===== src/rtl/round_key_sched_pkg.sv =====
// rtl/round_key_sched_pkg.sv - shared constants, state enum and key word helper
// Purpose: widths and FSM state type shared by round_key_sched and key_gen,
//          plus the key word function kw(n).
// Ports:   none (package).
package round_key_sched_pkg;

  localparam int KEY_W  = 144;
  localparam int WORD_W = 9;
  localparam int IDX_W  = 7;
  localparam int NWORDS = 16;

  typedef enum logic [1:0] {
    IDLE = 2'd0,
    RUN  = 2'd1,
    DONE = 2'd2
  } state_t;

  // kw(n): word p of the key, where p = (16 - (n mod 16)) mod 16, XORed with n.
  // The 4-bit negation of n[3:0] gives exactly that wrapped word pointer.
  function automatic logic [WORD_W-1:0] key_word(input logic [KEY_W-1:0] key,
                                                 input logic [IDX_W-1:0] n);
    logic [3:0] p;
    p = 4'd0 - n[3:0];
    return key[WORD_W*p +: WORD_W] ^ {2'b00, n};
  endfunction

endpackage


===== src/rtl/key_gen.sv =====
// rtl/key_gen.sv - combinational round-key generator for rounds i-1, i, i+1
// Purpose: derives the three neighbouring round keys from the master key.
// Ports:   key    in  144  master key, word w = key[9w+8:9w]
//          iII    in  7    round index i
//          keyI   out 9    kw(i-1)
//          keyII  out 9    kw(i)
//          keyIII out 9    kw(i+1)
module key_gen
  import round_key_sched_pkg::*;
(
  input  logic [KEY_W-1:0]  key,
  input  logic [IDX_W-1:0]  iII,
  output logic [WORD_W-1:0] keyI,
  output logic [WORD_W-1:0] keyII,
  output logic [WORD_W-1:0] keyIII
);

  logic [IDX_W-1:0] idx_prev;
  logic [IDX_W-1:0] idx_next;

  // 7-bit arithmetic: 0-1 wraps to 127 and 127+1 wraps to 0.
  assign idx_prev = iII - 7'd1;
  assign idx_next = iII + 7'd1;

  assign keyI   = key_word(key, idx_prev);
  assign keyII  = key_word(key, iII);
  assign keyIII = key_word(key, idx_next);

endmodule


===== src/rtl/round_key_sched.sv =====
// rtl/round_key_sched.sv - round-key sequencer driving the round datapath
// Purpose: latches master key and round count on start, steps round index
//          1..num_rounds and presents kw(i-1), kw(i), kw(i+1) over valid/ready.
// Ports:   clk, rst (async, active-high)
//          start, abort                 control requests
//          key_in[143:0], num_rounds[6:0] captured on accepted start
//          busy, done                   status (done is a one-cycle pulse)
//          rk_valid / rk_ready          round-key handshake
//          rk_round, rk_prev, rk_cur, rk_next   round index and its three keys
module round_key_sched
  import round_key_sched_pkg::*;
(
  input  logic              clk,
  input  logic              rst,
  input  logic              start,
  input  logic              abort,
  input  logic [KEY_W-1:0]  key_in,
  input  logic [IDX_W-1:0]  num_rounds,
  output logic              busy,
  output logic              done,
  output logic              rk_valid,
  input  logic              rk_ready,
  output logic [IDX_W-1:0]  rk_round,
  output logic [WORD_W-1:0] rk_prev,
  output logic [WORD_W-1:0] rk_cur,
  output logic [WORD_W-1:0] rk_next
);

  state_t            state_q, state_d;
  logic [IDX_W-1:0]  cnt_q, cnt_d;
  logic [KEY_W-1:0]  key_q, key_d;
  logic [IDX_W-1:0]  nr_q, nr_d;

  always_ff @(posedge clk or posedge rst) begin
    if (rst) begin
      state_q <= IDLE;
      cnt_q   <= '0;
      key_q   <= '0;
      nr_q    <= '0;
    end else begin
      state_q <= state_d;
      cnt_q   <= cnt_d;
      key_q   <= key_d;
      nr_q    <= nr_d;
    end
  end

  always_comb begin
    state_d  = state_q;
    cnt_d    = cnt_q;
    key_d    = key_q;
    nr_d     = nr_q;
    busy     = 1'b0;
    done     = 1'b0;
    rk_valid = 1'b0;

    case (state_q)
      RUN: begin
        busy     = 1'b1;
        rk_valid = 1'b1;
      end
      DONE: begin
        busy = 1'b1;
        done = 1'b1;
      end
      default: ;
    endcase

    // Abort outranks both a new start and a handshake in flight.
    if (abort) begin
      state_d = IDLE;
    end else begin
      case (state_q)
        IDLE: begin
          if (start) begin
            key_d   = key_in;
            nr_d    = num_rounds;
            cnt_d   = 7'd1;
            state_d = (num_rounds == '0) ? DONE : RUN;
          end
        end
        RUN: begin
          if (rk_ready) begin
            if (cnt_q == nr_q) begin
              state_d = DONE;
            end else begin
              cnt_d = cnt_q + 7'd1;
            end
          end
        end
        DONE: begin
          state_d = IDLE;
        end
        default: begin
          state_d = IDLE;
        end
      endcase
    end
  end

  assign rk_round = cnt_q;

  key_gen u_key_gen (
    .key    (key_q),
    .iII    (cnt_q),
    .keyI   (rk_prev),
    .keyII  (rk_cur),
    .keyIII (rk_next)
  );

endmodule


===== config.mk =====
export PLATFORM = sky130hd
export DESIGN_NAME = round_key_sched
export DESIGN_NICKNAME = d
export VERILOG_FILES = /design/src/rtl/round_key_sched_pkg.sv /design/src/rtl/key_gen.sv /design/src/rtl/round_key_sched.sv
export SDC_FILE = /design/constraint.sdc
export NUM_CORES = 1
export LEC_CHECK = 0
export CORE_UTILIZATION = 55
export CTS_BUF_LIST = sky130_fd_sc_hd__clkbuf_8
export DETAILED_ROUTE_END_ITERATION = 10
export PLACE_DENSITY = 0.83
export SYNTH_ARGS = -nofsm -noshare
export SYNTH_HDL_FRONTEND = slang
export SYNTH_HIERARCHICAL = 1
export SYNTH_SLANG_ARGS = --single-unit

===== constraint.sdc =====
create_clock -name clk -period 7.72 [get_ports clk]
set_clock_uncertainty 0.15 [all_clocks]
set_input_delay 1.544 -clock clk [delete_from_list [all_inputs] [get_ports clk]]
set_output_delay 1.544 -clock clk [all_outputs]
set_load 0.01 [all_outputs]

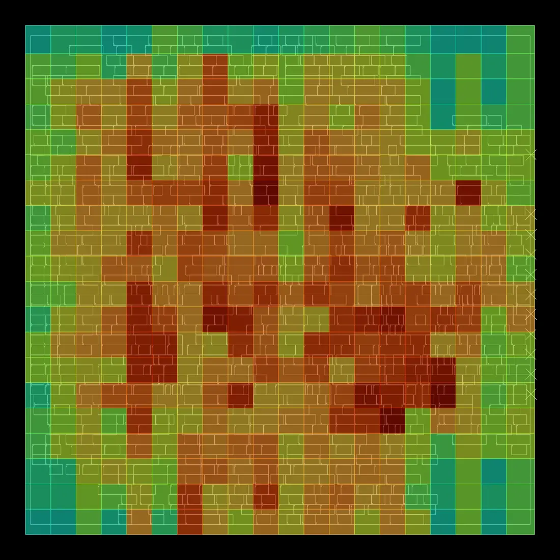
*Routing congestion map, run 1*
met3 Resource Use GR: 4.56%
met1 Use GR: 36.3%
GR Util met2: 48.4%

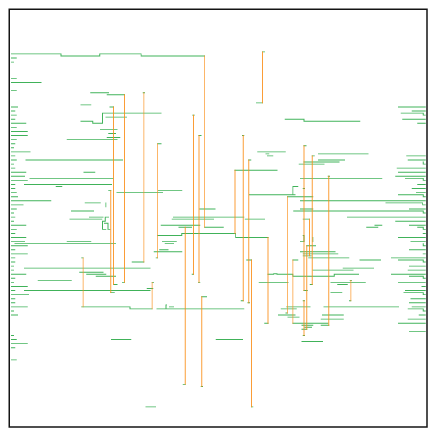
*Routed metal, one color a layer, run 1*
(3 px per um) Two of the layers only.
color	layer	wire length
orange	met4	994 um
green	met3	1640 um
GR Util All Layers: 28.5%
Detailed Route WL: 26.1 mm
wire length per cell: 23.2 um
via count: 7213

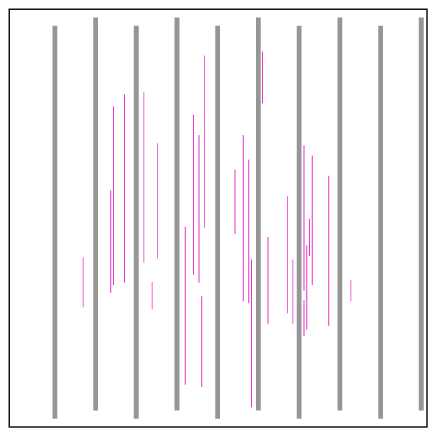
*The metal 4 layer, run 1*
(3 px per um) Supply wires on this layer in gray.
share of all routed wire	3.8%
longest straight run	62.6 um
nets with wire on the layer	23

## run 1: metal layers
metal / wire (um) / global-route usage [%] / up-vias / part of all wire, %
met5: 0 / 0 / - / 0
met3: 1640 / 4.56 / 58 / 6.3
li1: - / - / 3119 / -
met2: 13400 / 48.4 / 340 / 51
met1: 10000 / 36.3 / 3696 / 39
met4: 994 / 12.9 / 0 / 3.8
## run 1: stage by stage
| step | utilization (%) | setup slack, ns | cell area (um2) | power [W] | hold WS (ns) |
|---|---|---|---|---|---|
| after detailed placement | 67.7 | 1.59 | 12300 | 0.00675 | 0.368 |
| after global routing | 69.9 | 0.751 | 12700 | 0.00782 | 0.407 |
| after CTS | 69.9 | 1.04 | 12700 | 0.00743 | 0.388 |
| after floorplan | - | 1.71 | 10300 | 0.00511 | 0.350 |
| after global placement | 67.7 | 1.76 | 12300 | 0.00658 | 0.361 |
| final | 69.9 | 1.06 | 12700 | 0.00745 | 0.389 |
## run 1: how the worst max path moves through the flow
stage	from	to	slack [ns]
2_1_floorplan	rst	key_q[0]	1.71
3_3_place_gp	rk_round[0]	rk_prev[3]	1.76
3_5_place_dp	rk_round[0]	rk_prev[7]	1.59
4_1_cts	rk_round[0]	rk_prev[7]	1.04
6_report	rk_round[0]	rk_prev[7]	1.06
5_1_grt	rk_round[0]	rk_prev[1]	0.75
## run 1: where the power goes
group	total [W]	internal (W)	leakage [nW]	switching, W
clock	0.000648	0.000298	0.204	0.000350
combinational	0.00505	0.00286	3.03	0.00219
sequential	0.00175	0.00125	1.89	0.000497
total	0.00745	0.00441	5.12	0.00304
## run 1: area by class of cell
class | count | area, um2
multi-input combinational | 495 | 5930
fill | 1232 | 5470
timing repair buffer | 201 | 2010
inverter | 8 | 35.0
clock buffer | 17 | 234
clock inverter | 15 | 171
sequential | 160 | 4010
tap | 229 | 287
==> flow_summary.ini, run 1 <==
; generated from flow reports
[pwr]
power_density_nw_per_um2 = 587
vdd.ir_drop.worst_mv = 0.434

[placed_design]
port_buffers = 192
routabilityCongestion = 0.894
dp_hpwl_mm = 18.7

[yosys]
common_cells = dfrtp_1, mux2_2, mux4_2
async_flop_share_pct = 100
simple_gate_area_share_pct = 4.84
fp_nets = 883
ys_seq_elements = 160
avgSynthCellArea_um2 = 14.3
ys_sh_xor_pct = 4.15
syn-instance-count = 719
ff_type = dfrtp_1
ys_cells = 719
post-synth-top-area-cell = dfrtp_1
mux_share_pct = 43.8
synthTopLogicFamily = multiplexers
synth.distinct_cells = 54
synthAdderAreaFrac_pct = 0.973
top_cells_by_area = dfrtp_1, mux4_2, mux2_2, mux2i_1, xnor2_1
yosys_area_um2 = 10300

[worst_setup_path]
cp.required_ns = 6.03
max_stage_delay_ns = 0.84
cp_slowest_cell = dfrtp_4
cp_max_fo = 48
cp_top_family = buffers and inverters
crit_path_end_kind = output port
worst-r2r-cell-count = 6
reg2reg_to = rk_round[1]
arrival_ns = 4.97
cp_num_cells = 8

[floorplan]
fp-row-count = 49
die_y_um = 139
die_area_um2 = 19200
dieWidth_um = 139

[min_path]
hp-class = flip-flop to flip-flop
min-delay-start = nr_q[5]
worstHoldPathCells = 1
min_to = nr_q[5]

[global_route]
grt_overflow = 0
antenna_found_initial = 0
grt_pass1_vias = 7588
grt_max_degree = 152

[final_timing]
finalClockPeriodUsage_pct = 86.3
rsz0062_at_grt = no

[finish]
drive_above_1_share_pct = 35.4
lay_top_count = clkdlybuf4s50_1
largest_reg_flops = 144
final_cell_mix = clkdlybuf4s50_1, dfrtp_1, mux2_2

[status]
violations = design-rule violations
status = finished, violations left

[cts]
clk_pin_slew_ns = 0.09
worstSkewPairLatency_ns = 0.47
clock-sinks = 160
cts_tree = built
cts_buffers = 17
h-tree-depth = 4

[routing]
drc = 11
vias_per_cell = 6.41
### Register map, names as in the netlist, run 1

(3 px per um)
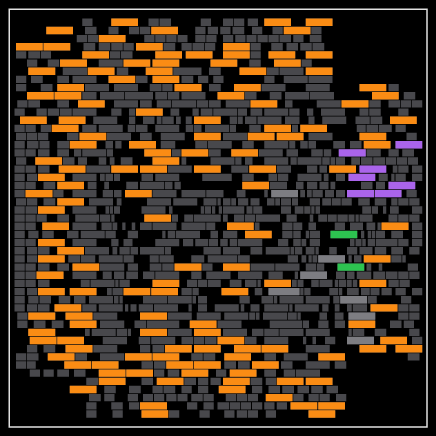

## Run 2: what changed since run 1
--- a/config.mk
+++ b/config.mk
@@ -8,6 +8,8 @@
 export CORE_UTILIZATION = 55
 export CTS_BUF_LIST = sky130_fd_sc_hd__clkbuf_8
 export DETAILED_ROUTE_END_ITERATION = 10
+export HOLD_SLACK_MARGIN = 0.06
+export MAX_ROUTING_LAYER = met4
 export PLACE_DENSITY = 0.83
 export SYNTH_ARGS = -nofsm -noshare
 export SYNTH_HDL_FRONTEND = slang
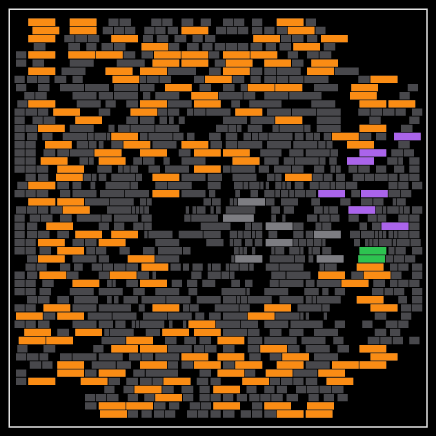
*Register map, names as in the netlist, run 2*
(3 px per um)
color	signal	placed flops
purple	nr_q	7
green	state_q	2
orange	key_q	144
not colored	7
Register Area: 4010 um2
Seq area share: 31.4%
fin util: 70.3%
P_seq: 0.00176 W

==> run 2 against run 1 <==
The run still ends with design-rule violations left. Worst setup slack lost 0.10 ns. Die area stayed put. Non-clock buffer count unchanged. Synthesized cell count unchanged. Wire length fell by 1.6%. Flip-flop count unchanged. Critical path type unchanged. Largest power group unchanged. Highest routed layer unchanged.
==> flow_summary.ini, run 2 <==
; generated from flow reports
[global_route]
use_met1_pct = 37.3
grt_use_total_pct = 29.1
busiest_layer = met2
use_met3_pct = 4.63
antenna_found_initial = 0
grt_overflow = 0
grt_max_degree = 93

[min_path]
hp-class = flip-flop to flip-flop

[final_timing]
fin_ws_ns = 0.955
rsz0062_at_grt = no
finalClockPeriodUsage_pct = 87.6

[yosys]
synthTopLogicFamily = multiplexers
ys_sh_xor_pct = 4.15
avgSynthCellArea_um2 = 14.3
top_cells_by_area = dfrtp_1, mux4_2, mux2_2, mux2i_1, xnor2_1
ff_type = dfrtp_1
ys_seq_elements = 160
simple_gate_area_share_pct = 4.84
ys_cells = 719
fp_nets = 883
syn-instance-count = 719
synth.distinct_cells = 54
async_flop_share_pct = 100
yosys_area_um2 = 10300
common_cells = dfrtp_1, mux2_2, mux4_2
mux_share_pct = 43.8

[cts]
worstSkewPairLatency_ns = 0.45
cts_buffers = 17
clock-sinks = 160
h-tree-depth = 4
clk_pin_slew_ns = 0.09

[placed_design]
port_buffers = 192
routabilityCongestion = 0.982
post_dp_cell_area_um2 = 12300
dp_hpwl_mm = 18.3
pre_cts_ws_ns = 1.39

[worst_setup_path]
reg2reg_to = rk_round[1]
path_buffers = 3
critPathCapture = rk_next[4]
cp_top_family = buffers and inverters
worst-r2r-cell-count = 5
cp-startpoint = rk_round[0]
arrival_ns = 5.07
cp.required_ns = 6.03
cp_slowest_cell = dfrtp_4
max_stage_delay_ns = 0.90

[routing]
drc = 11
vias_per_cell = 6.43

[status]
violations = design-rule violations
status = finished, violations left

[floorplan]
die_area_um2 = 19200
die_y_um = 139
dieWidth_um = 139
core_area_um2 = 18100

[pwr]
p_sw_w = 0.00301
switching_share_pct = 39.9
vdd.ir_drop.worst_mv = 0.590
seqPwrFrac_pct = 23.3
p_comb_share_pct = 66.7
power_density_nw_per_um2 = 591

[finish]
final_cell_mix = clkdlybuf4s50_1, dfrtp_1, mux2_2
lay_top_count = clkdlybuf4s50_1
drive_above_1_share_pct = 35.4
fin_area_um2 = 12800
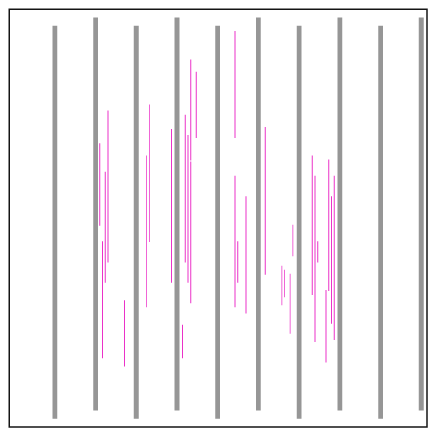
*The metal 4 layer, run 2*
(3 px per um) Supply wires on this layer in gray.
share of all routed wire	4.0%
longest straight run	55.1 um
nets with wire on the layer	28
Detailed Route WL: 25.7 mm
via count: 7232

run 2: cell count changes in the layout (fill, tap and decap cells not counted), sizes merged:
cell	delta
clkinv	+1
clkinvlp	-1
inv	-4
bufinv	+4
run 2: layer usage:
metal	up-vias	wire [um]
met4	0	1040
met3	64	1670
met5	-	0
li1	3116	-
met1	3686	10100
met2	366	12900
run 2: stage by stage:
stage / hold WS [ns] / cells / total power, W
after floorplan: 0.350 / 719 / 0.00511
after global placement: 0.360 / 1093 / 0.00661
after detailed placement: 0.368 / 1093 / 0.00674
after CTS: 0.389 / 1125 / 0.00753
after global routing: 0.400 / 1125 / 0.00793
final: 0.384 / 1125 / 0.00753
run 2: area by class of cell:
type                    count  area, um2  share of cell area, %
repair buffers            201       2000                   15.7
flip-flops and latches    160       4010                   31.4
clock buffers              17        234                   1.83
clock inverters            15        253                   1.98
well taps                 229        287                   2.25
multi-input cells         495       5930                   46.5
inverters                   8       35.0                  0.275
run 2: power by group through the flow:
stage / clock network (W) / registers [W] / logic, W
2_1_floorplan: 0 / 0.00152 / 0.00358
3_3_place_gp: 0 / 0.00171 / 0.00490
3_5_place_dp: 0 / 0.00177 / 0.00497
4_1_cts: 0.000765 / 0.00175 / 0.00501
5_1_grt: 0.000802 / 0.00183 / 0.00530
6_report: 0.000750 / 0.00176 / 0.00502
run 2: worst min path at each step:
stage                        from      end  slack (ns)  depth (start not counted)
final                     nr_q[4]  nr_q[4]        0.38                          1
after global routing      nr_q[5]  nr_q[5]        0.40                          1
after CTS                 nr_q[4]  nr_q[4]        0.39                          1
after detailed placement  nr_q[4]  nr_q[4]        0.37                          1
after global placement    nr_q[2]  nr_q[2]        0.36                          1
after floorplan           nr_q[0]  nr_q[0]        0.35                          1
No activity file was given, so power comes from the tool's default toggle rates.
